### src/rtl/fifo_pkg.sv
// Shared constants, error-flag struct and level helper for the parametrised FIFO controller.
package fifo_pkg;

    localparam int FIFO_DATA_W = 8;
    localparam int FIFO_ADDR_W = 3;

    typedef struct packed {
        logic overflow;
        logic underflow;
    } fifo_err_t;

    // Callers zero-extend their pointers to 16 bits and truncate the result to their pointer width.
    function automatic logic [15:0] fifo_level(input logic [15:0] wptr, input logic [15:0] rptr);
        return wptr - rptr;
    endfunction

endpackage

### src/rtl/fifo_mem.sv
// Dual-port register array: synchronous write, asynchronous read, no reset on contents.
module fifo_mem #(
    parameter int DATA_W = 8,
    parameter int ADDR_W = 3
) (
    input  logic              clk_i,
    input  logic              we_i,
    input  logic [ADDR_W-1:0] waddr_i,
    input  logic [DATA_W-1:0] wdata_i,
    input  logic [ADDR_W-1:0] raddr_i,
    output logic [DATA_W-1:0] rdata_o
);

    localparam int DEPTH = 2 ** ADDR_W;

    logic [DATA_W-1:0] mem_q [DEPTH];

    // Storage write port.
    always_ff @(posedge clk_i) begin
        if (we_i) begin
            mem_q[waddr_i] <= wdata_i;
        end
    end

    assign rdata_o = mem_q[raddr_i];

endmodule

### src/rtl/fifo_ctrl_param.sv
// Single-clock FIFO controller with level, thresholds, flush and sticky error flags.
// Define FIFO_FWFT_EN for first-word-fall-through reads; otherwise reads have one-cycle latency.
module fifo_ctrl_param
    import fifo_pkg::*;
#(
    parameter int DATA_W    = FIFO_DATA_W,
    parameter int ADDR_W    = FIFO_ADDR_W,
    parameter int AE_THRESH = 1,
    parameter int AF_THRESH = 7
) (
    input  logic              clock,
    input  logic              rstsync,
    input  logic              wr_en,
    input  logic [DATA_W-1:0] wr_data,
    input  logic              rd_en,
    output logic [DATA_W-1:0] rd_data,
    output logic              rd_valid,
    input  logic              flush,
    input  logic              clr_err,
    output logic              empty,
    output logic              full,
    output logic              almost_empty,
    output logic              almost_full,
    output logic [ADDR_W:0]   level,
    output logic              overflow,
    output logic              underflow,
    output logic [ADDR_W:0]   r_addr,
    output logic [ADDR_W:0]   w_addr
);

    localparam int PTR_W = ADDR_W + 1;
    localparam logic [PTR_W-1:0] AE_LVL  = PTR_W'(AE_THRESH);
    localparam logic [PTR_W-1:0] AF_LVL  = PTR_W'(AF_THRESH);
    localparam logic [PTR_W-1:0] PTR_ONE = PTR_W'(1);

    logic [PTR_W-1:0]  r_addr_q, r_addr_d;
    logic [PTR_W-1:0]  w_addr_q, w_addr_d;
    fifo_err_t         err_q, err_d;
    logic              empty_s, full_s;
    logic [PTR_W-1:0]  level_s;
    logic              rd_acc_s, wr_acc_s;
    logic              ovf_set_s, unf_set_s;
    logic [DATA_W-1:0] mem_rdata_s;

    // Status flags derived purely from the registered pointers.
    always_comb begin
        empty_s = (r_addr_q == w_addr_q);
        full_s  = (r_addr_q[ADDR_W-1:0] == w_addr_q[ADDR_W-1:0]) &&
                  (r_addr_q[ADDR_W] != w_addr_q[ADDR_W]);
        level_s = PTR_W'(fifo_level(16'(w_addr_q), 16'(r_addr_q)));
    end

    // Request acceptance: a full FIFO still takes a write when a read frees a slot the same cycle.
    always_comb begin
        rd_acc_s  = rd_en & ~empty_s & ~flush;
        wr_acc_s  = wr_en & ~flush & (~full_s | rd_acc_s);
        ovf_set_s = wr_en & ~flush & ~wr_acc_s;
        unf_set_s = rd_en & ~flush & empty_s;
    end

    // Next-state pointers and sticky errors; set wins over clear.
    always_comb begin
        r_addr_d = r_addr_q;
        w_addr_d = w_addr_q;
        if (flush) begin
            r_addr_d = '0;
            w_addr_d = '0;
        end else begin
            if (rd_acc_s) begin
                r_addr_d = r_addr_q + PTR_ONE;
            end else begin
                r_addr_d = r_addr_q;
            end
            if (wr_acc_s) begin
                w_addr_d = w_addr_q + PTR_ONE;
            end else begin
                w_addr_d = w_addr_q;
            end
        end
        err_d.overflow  = ovf_set_s | (err_q.overflow  & ~clr_err);
        err_d.underflow = unf_set_s | (err_q.underflow & ~clr_err);
    end

    // Pointer and error-flag state.
    always_ff @(posedge clock or negedge rstsync) begin
        if (!rstsync) begin
            r_addr_q <= '0;
            w_addr_q <= '0;
            err_q    <= '0;
        end else begin
            r_addr_q <= r_addr_d;
            w_addr_q <= w_addr_d;
            err_q    <= err_d;
        end
    end

    fifo_mem #(
        .DATA_W (DATA_W),
        .ADDR_W (ADDR_W)
    ) u_mem (
        .clk_i   (clock),
        .we_i    (wr_acc_s),
        .waddr_i (w_addr_q[ADDR_W-1:0]),
        .wdata_i (wr_data),
        .raddr_i (r_addr_q[ADDR_W-1:0]),
        .rdata_o (mem_rdata_s)
    );

`ifdef FIFO_FWFT_EN
    assign rd_data  = mem_rdata_s;
    assign rd_valid = ~empty_s;
`else
    logic [DATA_W-1:0] rd_data_q, rd_data_d;
    logic              rd_valid_q, rd_valid_d;

    // Read-port next state: data captured on an accepted pop, held otherwise.
    always_comb begin
        if (rd_acc_s) begin
            rd_data_d = mem_rdata_s;
        end else begin
            rd_data_d = rd_data_q;
        end
        rd_valid_d = rd_acc_s;
    end

    // Registered read port.
    always_ff @(posedge clock or negedge rstsync) begin
        if (!rstsync) begin
            rd_data_q  <= '0;
            rd_valid_q <= 1'b0;
        end else begin
            rd_data_q  <= rd_data_d;
            rd_valid_q <= rd_valid_d;
        end
    end

    assign rd_data  = rd_data_q;
    assign rd_valid = rd_valid_q;
`endif

    assign empty        = empty_s;
    assign full         = full_s;
    assign level        = level_s;
    assign almost_empty = (level_s <= AE_LVL);
    assign almost_full  = (level_s >= AF_LVL);
    assign overflow     = err_q.overflow;
    assign underflow    = err_q.underflow;
    assign r_addr       = r_addr_q;
    assign w_addr       = w_addr_q;

endmodule

### config.mk
export PLATFORM = sky130hd
export DESIGN_NAME = fifo_ctrl_param
export DESIGN_NICKNAME = d
export VERILOG_FILES = /design/src/rtl/fifo_pkg.sv /design/src/rtl/fifo_mem.sv /design/src/rtl/fifo_ctrl_param.sv
export SDC_FILE = /design/constraint.sdc
export NUM_CORES = 1
export LEC_CHECK = 0
export CAP_MARGIN = 20
export CORE_ASPECT_RATIO = 1.4
export CORE_MARGIN = 10
export CORE_UTILIZATION = 45
export DETAILED_ROUTE_END_ITERATION = 8
export GPL_ROUTABILITY_DRIVEN = 0
export GPL_TIMING_DRIVEN = 1
export PLACE_DENSITY = 0.75
export SYNTH_ARGS = -nofsm -noshare
export SYNTH_HDL_FRONTEND = slang
export SYNTH_SLANG_ARGS = --single-unit
### constraint.sdc
create_clock -name clock -period 3.99 [get_ports clock]
set_input_delay 0.9975 -clock clock [delete_from_list [all_inputs] [get_ports clock]]
set_output_delay 0.9975 -clock clock [all_outputs]
set_load 0.05 [all_outputs]
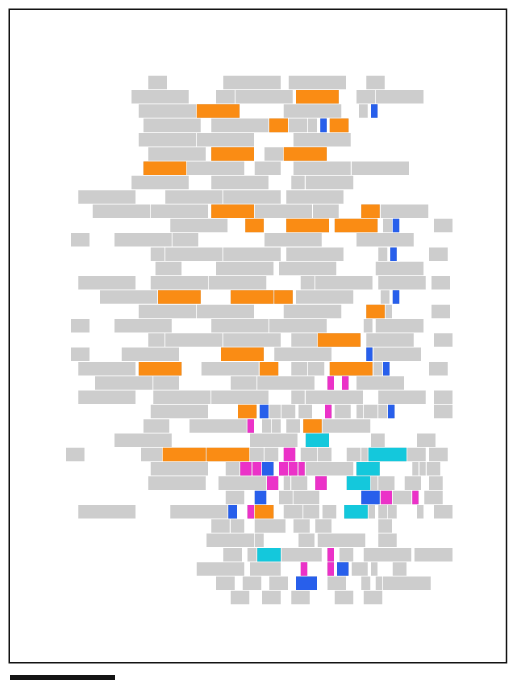
**Above:** run 1 (selected gate families).
Bar = 20 um.
magenta -> nor cells  # cells 18, most used nor2_1
orange -> mux cells  # cells 26, most used mux4_2
cyan -> fa/ha/maj cells  # cells 6, most used ha_1
blue -> nand cells  # cells 15, most used nand2_1
most numerous logic cell after layout: edfxtp_1
final cell count without fillers: 359
logic share of the area: 23.2%

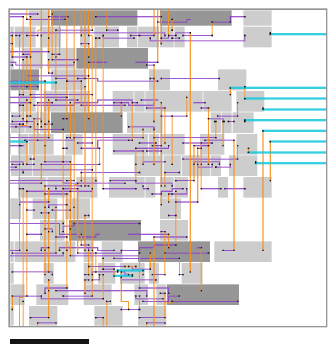
**Above:** run 1 (a small window of the routed layout).
Bar = 10 um. Window x 51 to 91, y 11 to 51 um. Cells in gray, sequential cells in the stronger gray; small squares are vias.
orange -> M2
cyan -> M3
purple -> M1
netlist names of flops here include = r_addr (2)
most frequent = clkdlybuf4s50_1 (14), buf_4 (11), inv_1 (10)
sequential cells in the window = 7
cells with their middle in the window = 85

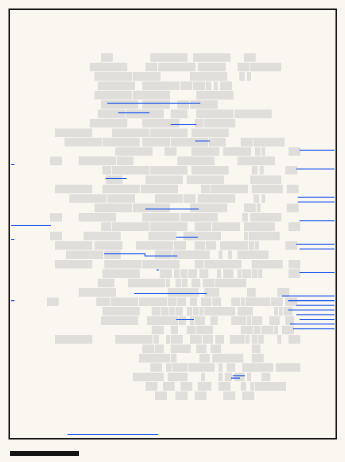
**Above:** run 1 (signal wires on met3).
Bar = 20 um. Cells faint in the background.
longest straight run = 26.7 um
wire length on this layer = 344 um
nets with wire on the layer = 28
share of all routed wire = 5.2%
Vias: 1888
met3 Use GR: 2.23%
WL final: 6660 um

==> job_summary.md, run 1 <==
## PnR job results

| Metric | Value |
|---|---|
| Worst-margin pin slew | `881 ps` |
| Fillers | `583` |
| Largest net degree at the start of global routing | `21` |
| Commonest cells in the netlist | `64 x edfxtp_1, 19 x dfrtp_1, 16 x mux4_2` |
| Routed length on met2 | `about 3500 um` |
| Reg2reg start | `w_addr[0]` |
| Reg with most FFs | `u_mem.mem_q` |
| Crit end category | `primary output` |
| Post-Syn Area | `3470 um^2` |
| EDFF count, synth | `about 64` |
| TNS Setup | `0 ps` |
| Seq. pwr | `1030 uW` |
| CP Cell Sequence | `inv_1, ha_1, fa_1, xor2_1, inv_1, clkdlybuf4s50_1` |
| Post-synthesis adder-cell area fraction | `2.38%` |
| Vias in the first global route | `1983` |
| Max cap viols | `0` |
| Skew final | `6.52 ps` |
| Non-clk invs | `11` |
| Pre-CTS WS | `721 ps` |
| Number of logic gates | `roughly 100` |
| Reg2reg end | `u_mem.mem_q[6][6]` |
| Final Cell Area | `4220 um^2` |
| Post-Synth XOR/XNOR Area | `2.20%` |
| GR peak layer | `met2` |
| Register share after synthesis | `69.0%` |
| Post-route setup slack | `356 ps` |
| Residual DRC | `0` |
| Sequential share of power | `43.2%` |
| Total CTS buffers | `9` |
| YS warnings | `0` |
| Ys cells | `201` |
| Power per cell area | `563 nW/um^2` |
| Dominant comb cell | `multiplexers` |
| Buffers, non-clock | `52` |
| Final hold vios | `0` |
| CP max stage delay | `approximately 800 ps` |
| Final setup fails | `0` |
| Number of flip-flops in the largest register | `64` |
| Max-area cell share | `55.4%` |
| Die Span X | `94.2 um` |
| Asr flop ratio synth | `22.9%` |
| Post-Syn Nets | `221` |
| # Taps | `97` |
| H-tree levels | `3` |
| CP top delay family | `buffers and inverters` |
| Met3 wire length | `~340 um` |
| Syn Inst Count | `roughly 200` |
| CP arrival | `2640 ps` |
| Final Cycle Share | `91.1%` |
| Flip-flop and latch area | `2400 um^2` |
| Area Overhead vs Synth | `21.4%` |
| # nets final | `roughly 280` |
| Outcome | `finished, final reports clean` |
| Yosys synthesis chip area | `roughly 3500 um^2` |
| Total GRT Usage | `12.2%` |
| Top cells excl fill/tap | `64 x edfxtp_1, 37 x clkdlybuf4s50_1, 19 x dfrtp_1` |
| Flip-flops | `83` |
| Post-DP Area | `a little over 4000 um^2` |
| Worst Hold Depth | `2` |
| Most common cell in the netlist | `edfxtp_1` |
| Clk slew on worst S/H paths | `90 ps` |
## Run 2: what changed since run 1
- CTS_BUF_LIST: unset -> sky130_fd_sc_hd__clkbuf_4 sky130_fd_sc_hd__clkbuf_8
- SLEW_MARGIN: unset -> 20
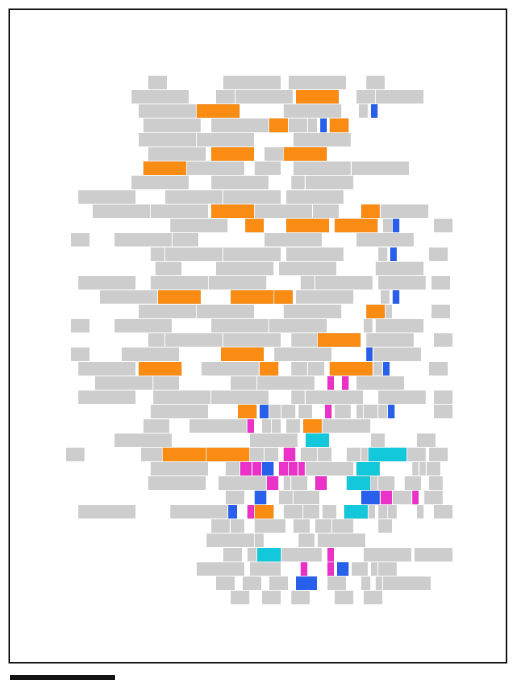
**Above:** run 2 (selected gate families).
Bar = 20 um.
cyan -> fa/ha/maj cells  # cells 6, most used ha_1
blue -> nand cells  # cells 15, most used nand2_1
magenta -> nor cells  # cells 18, most used nor2_1
orange -> mux cells  # cells 26, most used mux4_2
final cell count without fillers: 358
logic share of the area: 23.3%

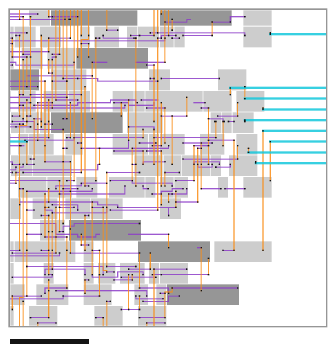
**Above:** run 2 (a small window of the routed layout).
Bar = 10 um. Window x 51 to 91, y 11 to 51 um. Cells in gray, sequential cells in the stronger gray; small squares are vias.
orange -> M2
purple -> M1
cyan -> M3
most frequent = clkdlybuf4s50_1 (14), inv_1 (10), buf_4 (10)
netlist names of flops here include = r_addr (2)
cells with their middle in the window = 84
sequential cells in the window = 7

==> job_summary.md, run 2 <==
## PnR job results

| Metric | Value |
|---|---|
| CP Cell Sequence | `inv_1, ha_1, fa_1, xor2_1, inv_1, clkdlybuf4s50_1` |
| Crit path depth | `6` |
| Critical Path Start Type | `flop` |
| Vias in the first global route | `1983 (unchanged)` |
| Reg2reg end | `u_mem.mem_q[6][6]` |
| YS warnings | `0 (unchanged)` |
| # nets final | `276 (-0.36%)` |
| Final Cell Area | `4210 um^2 (about the same)` |
| Residual DRC | `0 (unchanged)` |
| RSZ-0062 raised after global routing | `false` |
| Commonest cells in the netlist | `64 x edfxtp_1, 19 x dfrtp_1, 16 x mux4_2` |
| Total CTS buffers | `9 (unchanged)` |
| Seq. pwr | `1030 uW (about the same)` |
| Final Cycle Share | `91.0% (-0.11 points)` |
| Flip-flop and latch area | `2400 um^2 (unchanged)` |
| Post-DP Area | `4030 um^2 (unchanged)` |
| Ys flops | `approximately 83` |
| Buffer share of cell area | `11.6%` |
| Met3 wire length | `282 um (-18%)` |
| WL final | `6650 um (-0.11%)` |
| Hold slack | `482 ps` |
| Syn Inst Count | `201 (unchanged)` |
| Clk slew on worst S/H paths | `90 ps (about the same)` |
| Logic cell area | `981 um^2` |
| CP max stage delay | `800 ps (about the same)` |
| R2R cell count | `6` |
| Die Span X | `94.2 um (unchanged)` |
| First-pass GRT wire length | `10700 um` |
| Post-Synth XOR/XNOR Area | `2.20% (unchanged)` |
| Hold WC Path Type | `flop to flop` |
| TNS Setup | `0 ps (unchanged)` |
| Num rows | `37` |
| Pre-CTS WS | `721 ps (unchanged)` |
| Power Clock | `551 uW` |
| Avg Cell Area, Syn | `around 17 um^2` |
| DR top layer | `met4` |
| Detailed placement HPWL | `between 4000 and 5000 um` |
| Reg2reg start | `w_addr[0]` |
| Via/cell ratio | `5.24` |
| Root Driver | `clkbuf_8` |
| Clk pwr share | `23.3%` |
| Ys cells | `201 (unchanged)` |
| Final setup fails | `0 (unchanged)` |
| Vias | `1875 (-0.69%)` |
| Non-clk invs | `11 (unchanged)` |
| Max cap viols | `0 (unchanged)` |
| Top cells excl fill/tap | `64 x edfxtp_1, 37 x clkdlybuf4s50_1, 19 x dfrtp_1` |
| Slew margin rel. | `between 40% and 50%` |
| Yosys top cell by area | `edfxtp_1` |
| Post-synthesis adder-cell area fraction | `2.38% (unchanged)` |
| Setup Crit Path Kind | `flop to primary output` |
| Flip-flops | `83 (unchanged)` |
| Critical path's most frequent cell | `inv_1` |
| Dominant comb cell | `multiplexers` |
| Register share after synthesis | `69.0% (unchanged)` |
| Outcome | `finished, final reports clean` |
| Routed length on met2 | `3490 um (-0.88%)` |
| Yosys synthesis chip area | `3470 um^2 (unchanged)` |
| PortBufs | `40` |
| Worst-margin pin slew | `883 ps (+2.24 ps)` |
| Number of logic gates | `100 (unchanged)` |
| Fillers | `580 (-0.51%)` |
| Crit end category | `primary output` |
| GR peak layer | `met2` |
| CP arrival | `2630 ps (about the same)` |
| Post-CTS Hold Buffers | `0` |
| Avg WL per Cell | `18.6 um` |
| Post-Syn Area | `3470 um^2 (unchanged)` |
| Most numerous logic cell after layout | `edfxtp_1` |
| Late-Pin Clk Latency | `350 ps` |
| Post-route setup slack | `360 ps (+4.28 ps)` |
| Routed Antenna Nets | `0` |
| Crit path from | `w_addr[0]` |
| H-tree levels | `3 (unchanged)` |
| # Taps | `97 (unchanged)` |
| Worst Hold Depth | `2 (unchanged)` |
| Yosys cell types | `37` |
| Total GRT Usage | `12.2% (unchanged)` |
| Area Overhead vs Synth | `21.3% (about the same)` |
| Skew final | `5.54 ps (-0.971 ps)` |
| Max-area cell share | `55.4% (unchanged)` |
| Largest net degree at the start of global routing | `21 (unchanged)` |
| Hold path startpoint | `rd_data[2]` |
| CP top delay family | `buffers and inverters` |
| Power per cell area | `563 nW/um^2 (about the same)` |
| Clock tree buffer depth | `2` |
| Met3 Use GR | `2.23% (unchanged)` |
| Most common cell in the netlist | `edfxtp_1` |
| Setup crit end | `level[2]` |
| Asr flop ratio synth | `22.9% (unchanged)` |
| Number of flip-flops in the largest register | `64 (unchanged)` |
| EDFF count, synth | `64 (unchanged)` |
| Sequential share of power | `43.2% (about the same)` |
| Buffers, non-clock | `51 (-1.9%)` |
| Reg with most FFs | `u_mem.mem_q` |
| Log Warnings | `26` |
| R2R setup slack | `1500 ps` |
| Floorplan utilization | `46.6%` |
| Worst Path Buf+Inv | `3` |
| Clk tree area frac | `4.37%` |
| Die footprint | `11700 um^2` |
| Slowest cell on crit path | `clkdlybuf4s50_1` |
| Final hold vios | `0 (unchanged)` |
| Initial drt markers | `212` |
| Post-Syn Nets | `221 (unchanged)` |
| Pint | `1520 uW` |
| Setup bufs post-CTS | `0` |
| Pleak | `about 0.0015 uW` |
Power figures rest on the tool's default switching activity, not on a simulated workload.
